Design wb_arbiter2_flat, sky130hd; sources not shown.
Run 1, routing congestion:
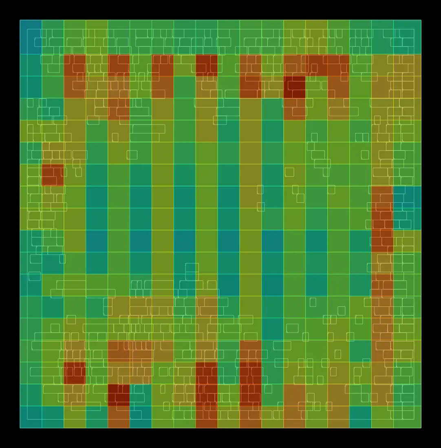
met2 Track Usage GR: 0.272
GRT met1 Usage: 0.182
GRT Util Overall: 0.148
utilization after layout: 0.369

Run 1, I/O pins on the die edge:
Pins as bars across the die edge, other pins in grey.
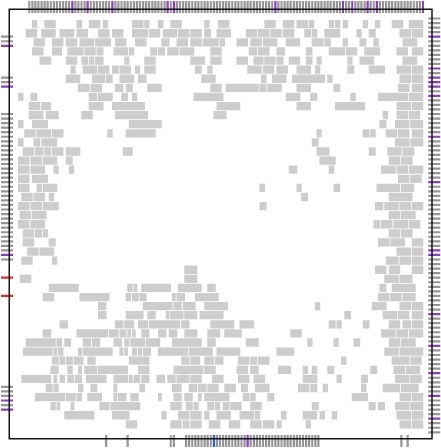
Key: bus_o_s_stb = blue [pins 1, direction output, edge bottom]; bus_i_s_dat = purple [pins 32, direction input, edge 15 right, 11 top, 5 left, 1 bottom]; bus_o_grant = red [pins 2, direction output, edge left]
Die Span Y: 128 um
die width: 126 um
PortBufs: 221

Run 1, routed clock nets over the placement:
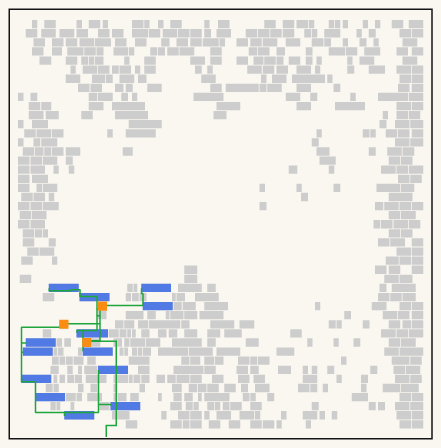
Key: flip-flops = blue [count 13]; cells driving clock nets = orange [count 3]; clock wires = green [length 206 um]
There are 4 routed clock nets. Position of the flops: lower left.
Insertion Delay late pin: 0.27 ns
clock group total power: 0.179 mW
power share of the clock group: 0.028

Run 1, cells coloured by class:
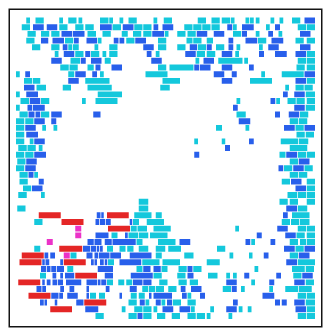
Key: other buffers and delay cells = cyan [cells 300]; flip-flops = red [cells 13]; clock drivers and dummy loads = magenta [cells 4]; all other logic = blue [cells 213]
flop share of the area: 0.0595
final instance area: 5490 sq um

==> impl_metrics.json, run 1 <==
{
  "synthTopCellsByArea": "a22oi_1, buf_4, nor2b_1, dfrtp_1, ha_1",
  "setup_viol": 16,
  "finalCritPeriodShare": 1.04,
  "fin_nets": 715,
  "vias": 3156,
  "timing.critical_path.depth": 8,
  "comb_area_sq_um": 1980,
  "crit_type": "reg2out",
  "max-slew-margin-rel": 0.595,
  "required_ns": 1.75,
  "syn-instance-count": 313,
  "route.detailed.drc": 0,
  "clk_path_buf_depth": 2,
  "yosys_area_sq_um": 2340,
  "clk_pin_slew_ns": 0.09,
  "period_needed_ns": 2.09,
  "drv_slew": 0,
  "peakVddDrop_mv": 0.389,
  "ys_cells": 313,
  "top_level_ports": 318,
  "grt-ovfl-total": 0,
  "numCtsBuffers": 3,
  "rows": 45,
  "antenna_found_initial": 0,
  "synth_top_area_share": 0.225,
  "power.static_leakage_nw": 2.19,
  "synth-edff-count": 0,
  "diodes": 0,
  "hold_class": "in2async",
  "worstPathArrival_ns": 1.84,
  "end_kind": "primary output",
  "totalWireLength_um": 13800,
  "reg2reg_slack_ns": 0.01,
  "root_buffer": "clkbuf_4",
  "area_growth_pct": 135,
  "place_hpwl_um": 9090,
  "fill_cells": 1485,
  "place_congestion": 0.746,
  "route.antenna.remaining_nets": 0,
  "hold_violations": 0,
  "ys_ff": 13,
  "maxCapViolations": 0,
  "htree_levels": 1,
  "critPathMaxStageDelay_ns": 0.40,
  "clkSinkCount": 13,
  "synth_top_cell_by_area": "a22oi_1",
  "tightestPinTransition_ns": 0.606,
  "grt_pass1_vias": 3241,
  "path_cells": "inv_2 > ha_2 > and3_4 > nand3_4 > nor4_4 > buf_4 > and2_1 > buf_2",
  "warnings": 33,
  "path_buffers": 3,
  "post_drt_via_cell_ratio": 4.40,
  "violations": "negative setup slack",
  "ys_seq_share": 0.140,
  "synthArstFlopShare": 1.00,
  "crit_path_max_fanout": 2,
  "status": "finished, violations left",
  "floorplanUtilization": 0.157,
  "clock.fmax_mhz": 479,
  "power_density_nw_per_um2": 1150,
  "first_pass_iters": 4,
  "worst_r2r_path_depth": 8,
  "cts_hold_buf": 0,
  "synth_cell_types": 36,
  "met3_usage": 0.0259,
  "grt_max_degree": 25,
  "syn_avg_cell_area_sq_um": 7.47,
  "grt_pass1_wl_um": 18800,
  "syn_nets": 497,
  "regArea_sq_um": 327,
  "dieArea_sq_um": 16100,
  "largest_reg_flops": 8,
  "drive_above_1_share": 0.485,
  "dr.first_iter.drc_count": 68,
  "yosysWarnings": 0,
  "start_kind": "register",
  "place_area_sq_um": 4450,
  "top_usage_layer": "met2",
  "common_cells": "a22oi_1, nor2b_1, buf_4, clkbuf_1",
  "cts_tree": "yes",
  "worst_slack_ns": -0.0859,
  "rsz0062_at_grt": "true",
  "synth_area_sq_um": 2340,
  "wl_per_cell_um": 19.2,
  "fp.coreArea_sq_um": 14900,
  "synth_top_flop_cell": "dfrtp_1",
  "crit_family": "simple AND/OR/NAND/NOR gates",
  "cpMaxStageDelayCell": "dfrtp_1"
}
==> run 1: cell families after synthesis <==
logic type | share of synthesized area
flip-flops | 0.140
adder cells (fa/ha/maj) | 0.0375
XOR/XNOR | 0.0112
buffers and inverters | 0.254
AND-OR/OR-AND | 0.284
AND/OR/NAND/NOR | 0.273
==> run 1: per-layer routing <==
metal | vias up | routed length, um
li1 | 1487 | -
met2 | 133 | 7190
met3 | 22 | 765
met1 | 1514 | 5660
met4 | 0 | 160
met5 | - | 0
==> run 1: per-stage QoR <==
step	cells	total power [mW]	setup slack (ns)	setup TNS, ns	hold slack [ns]
final	718	6.34	-0.0859	-0.558	0.249
after global routing	718	6.73	-0.207	-4.13	0.293
after CTS	698	5.80	-0.195	-2.52	0.263
after detailed placement	665	3.90	-0.287	-13.16	0.350
after global placement	665	3.83	-0.217	-8.64	0.350
after floorplan	313	2.10	0.189	0	-0.146
==> run 1: timing repair <==
action,4_1_cts,5_1_grt
endpoints found under the setup margin,86,83
gates cloned,8,4
setup buffers,21,24
pin swaps,19,27
resized,323,119
==> run 1: cell type report <==
type | count | area share
repair buffers | 300 | 0.528
well taps | 188 | 0.0429
flip-flops and latches | 13 | 0.0595
multi-input cells | 207 | 0.360
clock buffers | 4 | 0.00547
inverters | 6 | 0.00410
==> run 1: layout by cell type (no fill, tap or decap), types with 2 or more instances in the layout <==
cell type	netlist	final
clkdlybuf4s50_1	0	146
a22oi_2	0	68
nor2b_1	70	53
buf_2	1	44
buf_4	65	35
clkbuf_2	0	23
buf_6	0	20
nor2b_4	0	14
buf_12	0	12
dfrtp_1	12	12
nor2_1	12	11
nand3_1	6	5
buf_16	0	5
clkdlybuf4s15_1	0	5
buf_8	0	5
and3_1	5	4
o21ai_0	6	4
clkbuf_4	0	4
clkbuf_16	0	4
inv_2	0	3
inv_1	6	3
o21ai_1	1	3
nor2b_2	0	3
and2_1	3	3
ha_4	0	3
a22oi_1	70	2
nand2_1	3	2
a22o_1	2	2
nand3_4	0	2
and4_1	2	2
nand4_1	2	2
xor2_1	2	2
ha_1	7	2
ha_2	0	2
==> run 1: power by group <==
group	switching (mW)	internal [mW]	total (mW)
Combinational	2.43	3.38	5.81
Sequential	0.0303	0.317	0.347
Clock	0.0881	0.0908	0.179
Total	2.55	3.79	6.34
==> inputs of run 2 (changes only) <==
--- a/config.mk
+++ b/config.mk
@@ -12,6 +12,7 @@
 export GPL_TIMING_DRIVEN = 1
 export PLACE_DENSITY = 0.56
 export RECOVER_POWER = 25
+export SETUP_SLACK_MARGIN = 0.1
 export SLEW_MARGIN = 0
 export SYNTH_ARGS = -nofsm -noshare
 export SYNTH_HDL_FRONTEND = slang
==> impl_metrics.json, run 2 <==
{
  "place_hpwl_um": 9090,
  "synth_cell_types": 36,
  "timing.critical_path.depth": 9,
  "fill_cells": 1442,
  "synth_top_flop_cell": "dfrtp_1",
  "status": "finished, violations left",
  "layout_top_cells": "clkdlybuf4s50_1, a22oi_2, nor2b_1",
  "syn-instance-count": 313,
  "ys_cells": 313,
  "start_kind": "register",
  "route.detailed.drc": 0,
  "cts_tree": "yes",
  "syn_nets": 497,
  "clock.fmax_mhz": 462,
  "critPathMaxStageDelay_ns": 0.42,
  "setup_viol": 68,
  "crit_type": "reg2out",
  "layout.cells.non_filler": 727,
  "cpMaxStageDelayCell": "dfrtp_1",
  "yosysWarnings": 0,
  "path_buffers": 7,
  "post_drt_via_cell_ratio": 4.37,
  "ys_ff": 13,
  "synth_top_area_share": 0.225,
  "crit_family": "buffers and inverters",
  "drive_above_1_share": 0.519,
  "place_congestion": 0.746,
  "grt_max_degree": 18,
  "die_w_um": 126,
  "required_ns": 1.75,
  "synth_top_cell_by_area": "a22oi_1",
  "root_buffer": "clkbuf_4",
  "hold_class": "in2async",
  "yosys_area_sq_um": 2340,
  "worst_slack_ns": -0.166,
  "final_common_cell": "clkdlybuf4s50_1",
  "tightestPinTransition_ns": 0.638,
  "area_growth_pct": 149,
  "syn_avg_cell_area_sq_um": 7.47,
  "grt_pass1_wl_um": 19600,
  "fin_nets": 724,
  "grt_pass1_vias": 3295,
  "warnings": 33,
  "clk_latency_ns": 0.27,
  "reg2reg_slack_ns": -0.14,
  "route.antenna.remaining_nets": 0,
  "clkSinkCount": 13,
  "htree_levels": 1,
  "synthArstFlopShare": 1.00,
  "power.static_leakage_nw": 2.33,
  "synth_area_sq_um": 2340,
  "top_level_ports": 318,
  "rsz0062_at_grt": "true",
  "largest_reg_flops": 8,
  "power_density_nw_per_um2": 1270,
  "finalCritPeriodShare": 1.08,
  "floorplanUtilization": 0.157,
  "violations": "negative setup slack",
  "dieArea_sq_um": 16100,
  "ys_seq_share": 0.140,
  "max-slew-margin-rel": 0.574,
  "dr.first_iter.drc_count": 39,
  "total_power_mw": 7.40,
  "hold_violations": 0,
  "antenna_found_initial": 0,
  "synthTopCellsByArea": "a22oi_1, buf_4, nor2b_1, dfrtp_1, ha_1",
  "crit_path_max_fanout": 6,
  "die_height_um": 128,
  "end_kind": "primary output",
  "common_cells": "a22oi_1, nor2b_1, buf_4, clkbuf_1",
  "place_area_sq_um": 4450,
  "holdWs_ns": 0.263,
  "period_needed_ns": 2.17,
  "drv_slew": 0,
  "peakVddDrop_mv": 0.549
}
==> run 2: netlist changes by cell type in the layout (fill, tap and decap cells not counted), moves of 3 or more <==
cell	previous run	this run
buf_6	20	27
nor2b_4	14	21
buf_16	5	11
nor2b_1	53	47
a22oi_1	2	7
a22oi_2	68	63
clkdlybuf4s15_1	5	0
buf_12	12	16
buf_2	44	41
nor2_1	11	8
nor2_2	1	4
==> run 2: stage by stage <==
step,TNS (ns),utilization
after global routing,-10.66,0.392
after floorplan,0,-
after CTS,-4.18,0.369
after global placement,-8.64,0.299
final,-4.10,0.392
after detailed placement,-13.16,0.299
==> run 2: area by class of cell <==
class	instances	area, sq um	share of cell area
Sequential cell	13	327	0.0561
Clock buffer	4	30.0	0.00516
Multi-Input combinational cell	207	2050	0.352
Tap cell	188	235	0.0404
Timing Repair Buffer	309	3160	0.543
Inverter	6	22.5	0.00387
==> run 2: metal layers <==
layer	up-vias	part of all wire	track usage
li1	1510	-	-
met1	1516	0.42	0.200
met2	131	0.52	0.276
met3	20	0.054	0.0255
met4	0	0.010	0.0310
met5	-	0	0
==> run 2: report_power, final <==
part / leakage (nW) / switching, mW / internal [mW]
registers: 0.174 / 0.0317 / 0.317
logic: 2.14 / 2.71 / 4.16
clock network: 0.0184 / 0.0876 / 0.0908
total: 2.33 / 2.83 / 4.57
==> run 2: logic make-up (layout without fill, tap and decap cells) <==
group	Yosys count	count (layout)	share of synthesized area
AND-OR/OR-AND	89	89	0.284
XOR/XNOR	3	3	0.0112
adder cells (fa/ha/maj)	7	7	0.0375
buffers and inverters	93	319	0.254
flip-flops	13	13	0.140
AND/OR/NAND/NOR	108	108	0.273
==> run 2: repair_timing <==
| action | 4_1_cts | 5_1_grt |
|---|---|---|
| gates resized | 351 | 131 |
| setup buffers | 28 | 18 |
| hold buffers | 0 | 0 |
| setup endpoints to repair | 87 | 86 |
| endpoints found under the hold margin | 0 | 0 |
| pin swaps | 24 | 24 |
| gates cloned | 14 | 4 |
Run 2, signal wires by layer:
Two of the layers only.
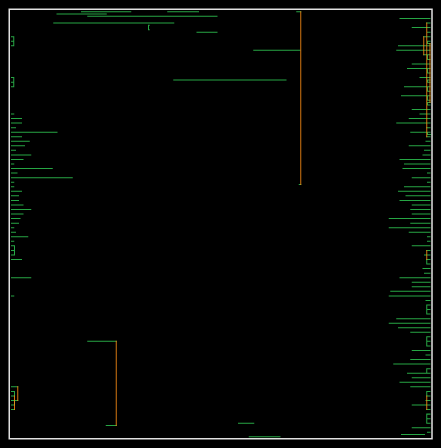
Key: met3 = green [wire length 775 um]; met4 = orange [wire length 149 um]
Routed Wire Length: 14300 um
GRT Util Overall: 0.156
Wirelength per Cell: 19.7 um
vias after detailed routing: 3177

Run 2, cells coloured by class:
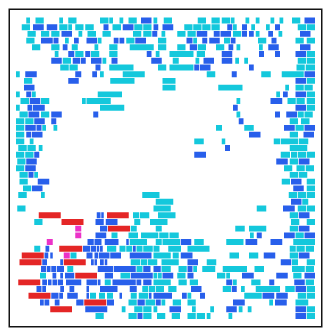
Key: other buffers and delay cells = cyan [cells 309]; flip-flops = red [cells 13]; all other logic = blue [cells 213]; clock drivers and dummy loads = magenta [cells 4]
row count: 45
flop share of the area: 0.0561
core box area: 14900 sq um
final instance area: 5820 sq um

Power is estimated from default activity; no workload was simulated.
